Figure 1. Close-up of the layout.
Bar = 10 um. Region (19, 6) to (44, 31) um. Cells in grey, sequential cells in the stronger grey; small squares are vias.
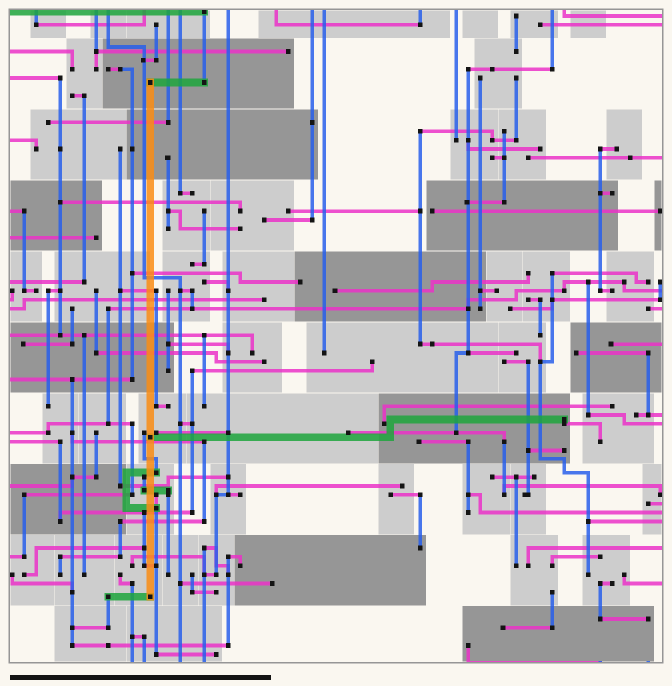
Figure 2. Wiring heat map.
The die is cut into 12 by 12 equal tiles; black is low, pale yellow is high, scaled to the fullest tile. Values are wire area over tile area, all layers added.
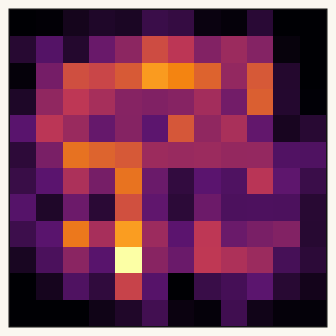
Figure 3. Placed standard cells.
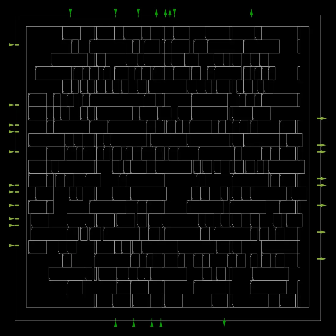
Figure 4. Selected gate families.
Bar = 20 um.
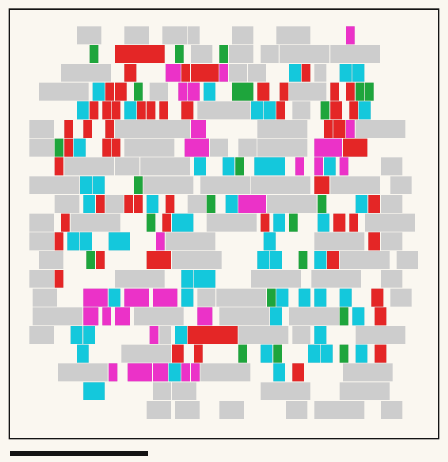
Figure 5. Clock network drawn from the DEF.
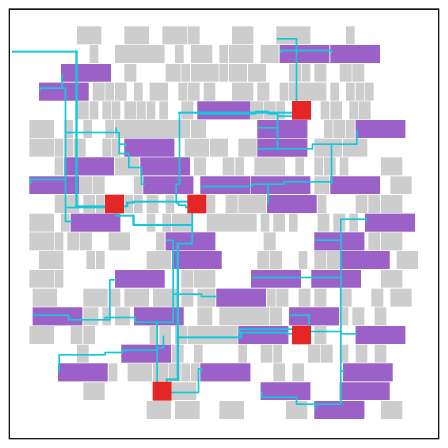
<file path="src/rtl/serial_add_ctrl_if.sv">
// -----------------------------------------------------------------------------
// serial_add_ctrl_if
//
// Request/result bundle for serial_add_ctrl.
//
// Handshake: the requester raises start with a/b valid. The adder accepts the
// request on the first rising edge where start=1 while it is idle or done
// (busy=0). Operands are captured on that edge only and may change freely
// afterwards. start seen while busy=1 is dropped, never queued. done is a
// single-cycle pulse; sum/carry are valid from that cycle and hold until the
// completing edge of the next accepted request.
//
// Signals:
//   start      requester -> adder   begin an addition
//   a, b       requester -> adder   WIDTH-bit operands
//   busy       adder -> requester   addition in progress
//   done       adder -> requester   one-cycle completion pulse
//   sum        adder -> requester   WIDTH-bit result of last completed add
//   carry      adder -> requester   carry-out of last completed add
//   state_dbg  adder -> observer    raw FSM state (0=IDLE, 1=RUN, 2=DONE)
// -----------------------------------------------------------------------------
interface serial_add_ctrl_if #(
    parameter int WIDTH = 8
);
    logic             start;
    logic [WIDTH-1:0] a;
    logic [WIDTH-1:0] b;
    logic             busy;
    logic             done;
    logic [WIDTH-1:0] sum;
    logic             carry;
    logic [1:0]       state_dbg;

    modport master (
        output start, a, b,
        input  busy, done, sum, carry, state_dbg
    );

    modport slave (
        input  start, a, b,
        output busy, done, sum, carry, state_dbg
    );
endinterface

</file>
<file path="src/rtl/serial_add_ctrl.sv">
// -----------------------------------------------------------------------------
// serial_add_ctrl
//
// Bit-serial adder sequencer. Two half_adr_str cells form one full-adder
// slice; the operands are shifted through it LSB first, one bit per clock,
// with a registered carry. After WIDTH steps the sum and carry-out are loaded
// into the result registers and done pulses for one cycle.
//
// Ports:
//   clk   rising-edge clock
//   rst   synchronous active-high reset, wins over start on the same edge
//   bus   serial_add_ctrl_if slave: start/a/b in, busy/done/sum/carry and
//         state_dbg out
//
// Also contains half_adr_str, the single-bit half adder cell.
// -----------------------------------------------------------------------------

// Single-bit half adder: s = a xor b, c = a and b.
module half_adr_str (
    input  logic a,
    input  logic b,
    output logic s,
    output logic c
);
    assign s = a ^ b;
    assign c = a & b;
endmodule

module serial_add_ctrl #(
    parameter int WIDTH = 8
) (
    input  logic             clk,
    input  logic             rst,
    serial_add_ctrl_if.slave bus
);
    localparam int CW = $clog2(WIDTH) + 1;
    localparam logic [CW-1:0] LAST = CW'(WIDTH - 1);

    typedef enum logic [1:0] {
        IDLE = 2'd0,
        RUN  = 2'd1,
        DONE = 2'd2
    } state_t;

    state_t state, state_next;

    logic [WIDTH-1:0] sa, sb, sr, sr_next;
    logic [WIDTH-1:0] sum_q;
    logic             carry_q;
    logic             cy;
    logic [CW-1:0]    cnt;

    logic s1, c1, s, c2, cy_next;
    logic accept, last_step;

    // Full-adder slice built from two half adders.
    half_adr_str u_ha1 (.a(sa[0]), .b(sb[0]), .s(s1), .c(c1));
    half_adr_str u_ha2 (.a(s1),    .b(cy),    .s(s),  .c(c2));

    assign cy_next = c1 | c2;

    // Result bits enter at the MSB and move right, so after WIDTH steps the
    // first computed bit sits at sr[0].
    generate
        if (WIDTH == 1) begin : g_sr_w1
            assign sr_next = s;
        end else begin : g_sr_wn
            assign sr_next = {s, sr[WIDTH-1:1]};
        end
    endgenerate

    assign last_step = (state == RUN) && (cnt == LAST);

    // Next-state logic
    always_comb begin
        state_next = state;
        accept     = 1'b0;
        case (state)
            IDLE: begin
                if (bus.start) begin
                    accept     = 1'b1;
                    state_next = RUN;
                end
            end
            RUN: begin
                if (cnt == LAST) begin
                    state_next = DONE;
                end
            end
            DONE: begin
                // Back-to-back request is taken here exactly as from IDLE.
                if (bus.start) begin
                    accept     = 1'b1;
                    state_next = RUN;
                end else begin
                    state_next = IDLE;
                end
            end
            default: state_next = IDLE;
        endcase
    end

    // State register
    always_ff @(posedge clk) begin
        if (rst) begin
            state <= IDLE;
        end else begin
            state <= state_next;
        end
    end

    // Datapath registers
    always_ff @(posedge clk) begin
        if (rst) begin
            sa      <= '0;
            sb      <= '0;
            sr      <= '0;
            cy      <= 1'b0;
            cnt     <= '0;
            sum_q   <= '0;
            carry_q <= 1'b0;
        end else if (accept) begin
            sa  <= bus.a;
            sb  <= bus.b;
            cy  <= 1'b0;
            cnt <= '0;
        end else if (state == RUN) begin
            sa  <= sa >> 1;
            sb  <= sb >> 1;
            sr  <= sr_next;
            cy  <= cy_next;
            cnt <= cnt + 1'b1;
            // The result registers see the bit computed on this same edge.
            if (last_step) begin
                sum_q   <= sr_next;
                carry_q <= cy_next;
            end
        end
    end

    assign bus.busy      = (state == RUN);
    assign bus.done      = (state == DONE);
    assign bus.sum       = sum_q;
    assign bus.carry     = carry_q;
    assign bus.state_dbg = state;
endmodule

</file>
<file path="src/flat_wrapper.sv">
// flat-port wrapper written by rule: the top's interface ports become plain ports
module serial_add_ctrl_flat 
#(
    parameter int WIDTH = 8
)
  (clk, rst, bus_start, bus_a, bus_b, bus_busy, bus_done, bus_sum, bus_carry, bus_state_dbg);
  serial_add_ctrl_if #(.WIDTH(WIDTH)) bus_i ();
  input  logic clk;
  input  logic rst;
  input wire logic [$bits(bus_i.start)-1:0] bus_start;
  input wire logic [$bits(bus_i.a)-1:0] bus_a;
  input wire logic [$bits(bus_i.b)-1:0] bus_b;
  output wire logic [$bits(bus_i.busy)-1:0] bus_busy;
  output wire logic [$bits(bus_i.done)-1:0] bus_done;
  output wire logic [$bits(bus_i.sum)-1:0] bus_sum;
  output wire logic [$bits(bus_i.carry)-1:0] bus_carry;
  output wire logic [$bits(bus_i.state_dbg)-1:0] bus_state_dbg;
  assign bus_i.start = bus_start;
  assign bus_i.a = bus_a;
  assign bus_i.b = bus_b;
  assign bus_busy = bus_i.busy;
  assign bus_done = bus_i.done;
  assign bus_sum = bus_i.sum;
  assign bus_carry = bus_i.carry;
  assign bus_state_dbg = bus_i.state_dbg;
  serial_add_ctrl #(.WIDTH(WIDTH)) u_core (.clk(clk), .rst(rst), .bus(bus_i));
endmodule
</file>
<file path="config.mk">
export PLATFORM = sky130hd
export DESIGN_NAME = serial_add_ctrl_flat
export DESIGN_NICKNAME = d
export VERILOG_FILES = /design/src/rtl/serial_add_ctrl_if.sv /design/src/rtl/serial_add_ctrl.sv /design/src/flat_wrapper.sv
export SDC_FILE = /design/constraint.sdc
export NUM_CORES = 1
export LEC_CHECK = 0
export ABC_AREA = 1
export CORE_MARGIN = 2
export CORE_UTILIZATION = 51
export CTS_CLUSTER_SIZE = 40
export DETAILED_ROUTE_END_ITERATION = 10
export HOLD_SLACK_MARGIN = 0.05
export PLACE_DENSITY = 0.74
export SETUP_SLACK_MARGIN = 0.1
export SYNTH_ARGS = -nofsm -noshare
export SYNTH_HDL_FRONTEND = slang
export SYNTH_SLANG_ARGS = --single-unit
</file>
<file path="constraint.sdc">
create_clock -name clk -period 1.5 [get_ports clk]
set_input_delay 0.15 -clock clk [delete_from_list [all_inputs] [get_ports clk]]
set_output_delay 0.15 -clock clk [all_outputs]
set_load 0.02 [all_outputs]
</file>
==> results.toml <==
# synthesis and place-and-route metrics
[run_status]
outcome = "complete, no violations"

[placed_design]
place_ws_ns = 0.126
dpl_cell_area_um2 = 2060
port_buffers = 31
place_congestion = 0.819
dp_hpwl_mm = 2.40
dp_cells = 283

[timing]
maxSlewHeadroom = 0.803
timing.final.ws_setup_ns = 0.215
min_period_ns = 1.29
setup_viol = 0
period_used_share = 0.857
fin_tns_setup_ns = 0
slew_viol_final = 0
grt_setup_unrepaired = "yes"
max_freq_mhz = 778
hold_viol = 0

[synth]
ys_area_um2 = 1730
top_logic_kind = "simple AND/OR/NAND/NOR gates"
synth-main-ff-cell = "dfxtp_1"
synthMuxAreaShare = 0
top_cells_by_count = "39 x dfxtp_1, 34 x nand2_1, 22 x o21ai_0"
simple_gate_share = 0.252
synthesis.nets = 229
ys_sh_aoi = 0.167
netlist.area_leader.share = 0.453
yosys_cells = 208
yosysTopAreaCell = "dfxtp_1"
ys_sh_adder = 0.0189
synth_seq_share = 0.453

[critical_path]
rr_endpoint = "u_core.bus.sum[2]"
critPathMaxFanout = 8
end_kind = "flop"
cp-endpoint = "u_core.bus.sum[2]"
rrSetupSlack_ns = 0.21
cp-startpoint = "u_core.cnt[0]"

[worst_hold_path]
min-delay-start = "bus_a[3]"

[cts]
cts_setup_buffers = 0
clk_pin_slew_worst_paths_ns = 0.12
clock_sinks = 39
cts_max_level = 2

[finish]
drive_above_1_share = 0.204
final_nets = 265
antenna_cells = 0
lay_top_cells = "37 x dfxtp_1, 34 x nand2_1, 22 x o21ai_0"
fin_area_um2 = 2140

[die]
die_x_um = 62.2

[routing]
firstDrtPassIters = 4
drc = 0
wl_mm = 3.34
ant_nets = 0
num_vias = 1445
drt-initial-drc-count = 103
wire_per_inst_um = 11.5

[pwr]
p_seq_frac = 0.514
switching_share = 0.259
p_per_area_nw_per_um2 = 1030
pwr-share-comb = 0.149
power_switching_uw = 573
p_leak_uw = 0.000907
seq-power_uw = 1130
p_int_uw = 1640

[global_route]
first_global_vias = 1227
gr-usage-all-layers = 0.183
-- Figure 1 (at the start) --
met2: shown in blue. met4: shown in orange. met3: shown in green. met1: shown in magenta.
Most frequent: dfxtp_1 (9), o21ai_0 (8). 44 logic cells have their middle in the window. Sequential cells in the window: 9. Netlist names of flops here include `u_core.sa` (5), `u_core.sr` (3).

-- Figure 2 (at the start) --
13% of the tiles are nearly empty. The fullest tile reaches 0.50. 14% of the tiles are over half the peak.

-- Figure 3 (at the start) --
Final Util: 0.653
FP Rows: 21
core box area: 3280 um2

-- Figure 4 (at the start) --
inverting AOI/OAI gates: shown in cyan, cells 53, most used o21ai_0. NAND gates: shown in red, cells 55, most used nand2_1. inverters: shown in green, cells 22, most used inv_1. NOR gates: shown in magenta, cells 27, most used nor2_1.
Comb/total area: 0.358
final std cells w/o fill: 291
Commonest Layout Cell: dfxtp_1

-- Figure 5 (at the start) --
flip-flops: shown in purple, count 39. cells driving clock nets: shown in red, count 5. clock wires: shown in cyan, length 475 um.
Position of the flops: widely spread. There are 6 routed clock nets.
Clock Skew: 0.0113 ns
Clock power frac: 0.337
Clock net power: 744 uW
clk ins delay skew pair: 0.35 ns

[layer usage]
layer	vias to the layer above	wire length (um)	track usage
met3	5	165	0.0580
met2	32	1550	0.293
met1	657	1570	0.229
li1	751	-	-
met4	0	42	0.0750
met5	-	0	0
[critical path: stages (launching register included)]
cell     delay (ns)
dfxtp_1        0.41
ha_2           0.24
nand3_1        0.15
nor2_4         0.12
nand2_2        0.12
o21ai_0        0.18
[final cells by class]
cell class | instances | area, um2
Tap cell | 46 | 57.6
Clock buffer | 6 | 51.3
Inverter | 22 | 87.6
Fill cell | 293 | 1140
Sequential cell | 39 | 786
Timing Repair Buffer | 39 | 359
Multi-Input combinational cell | 137 | 767
Clock inverter | 2 | 35.0
[what timing repair did]
action,in CTS,in global routing
endpoints found under the setup margin,16,9
resized,15,7
pin swaps,0,0
Power and IR drop assume default switching activity.
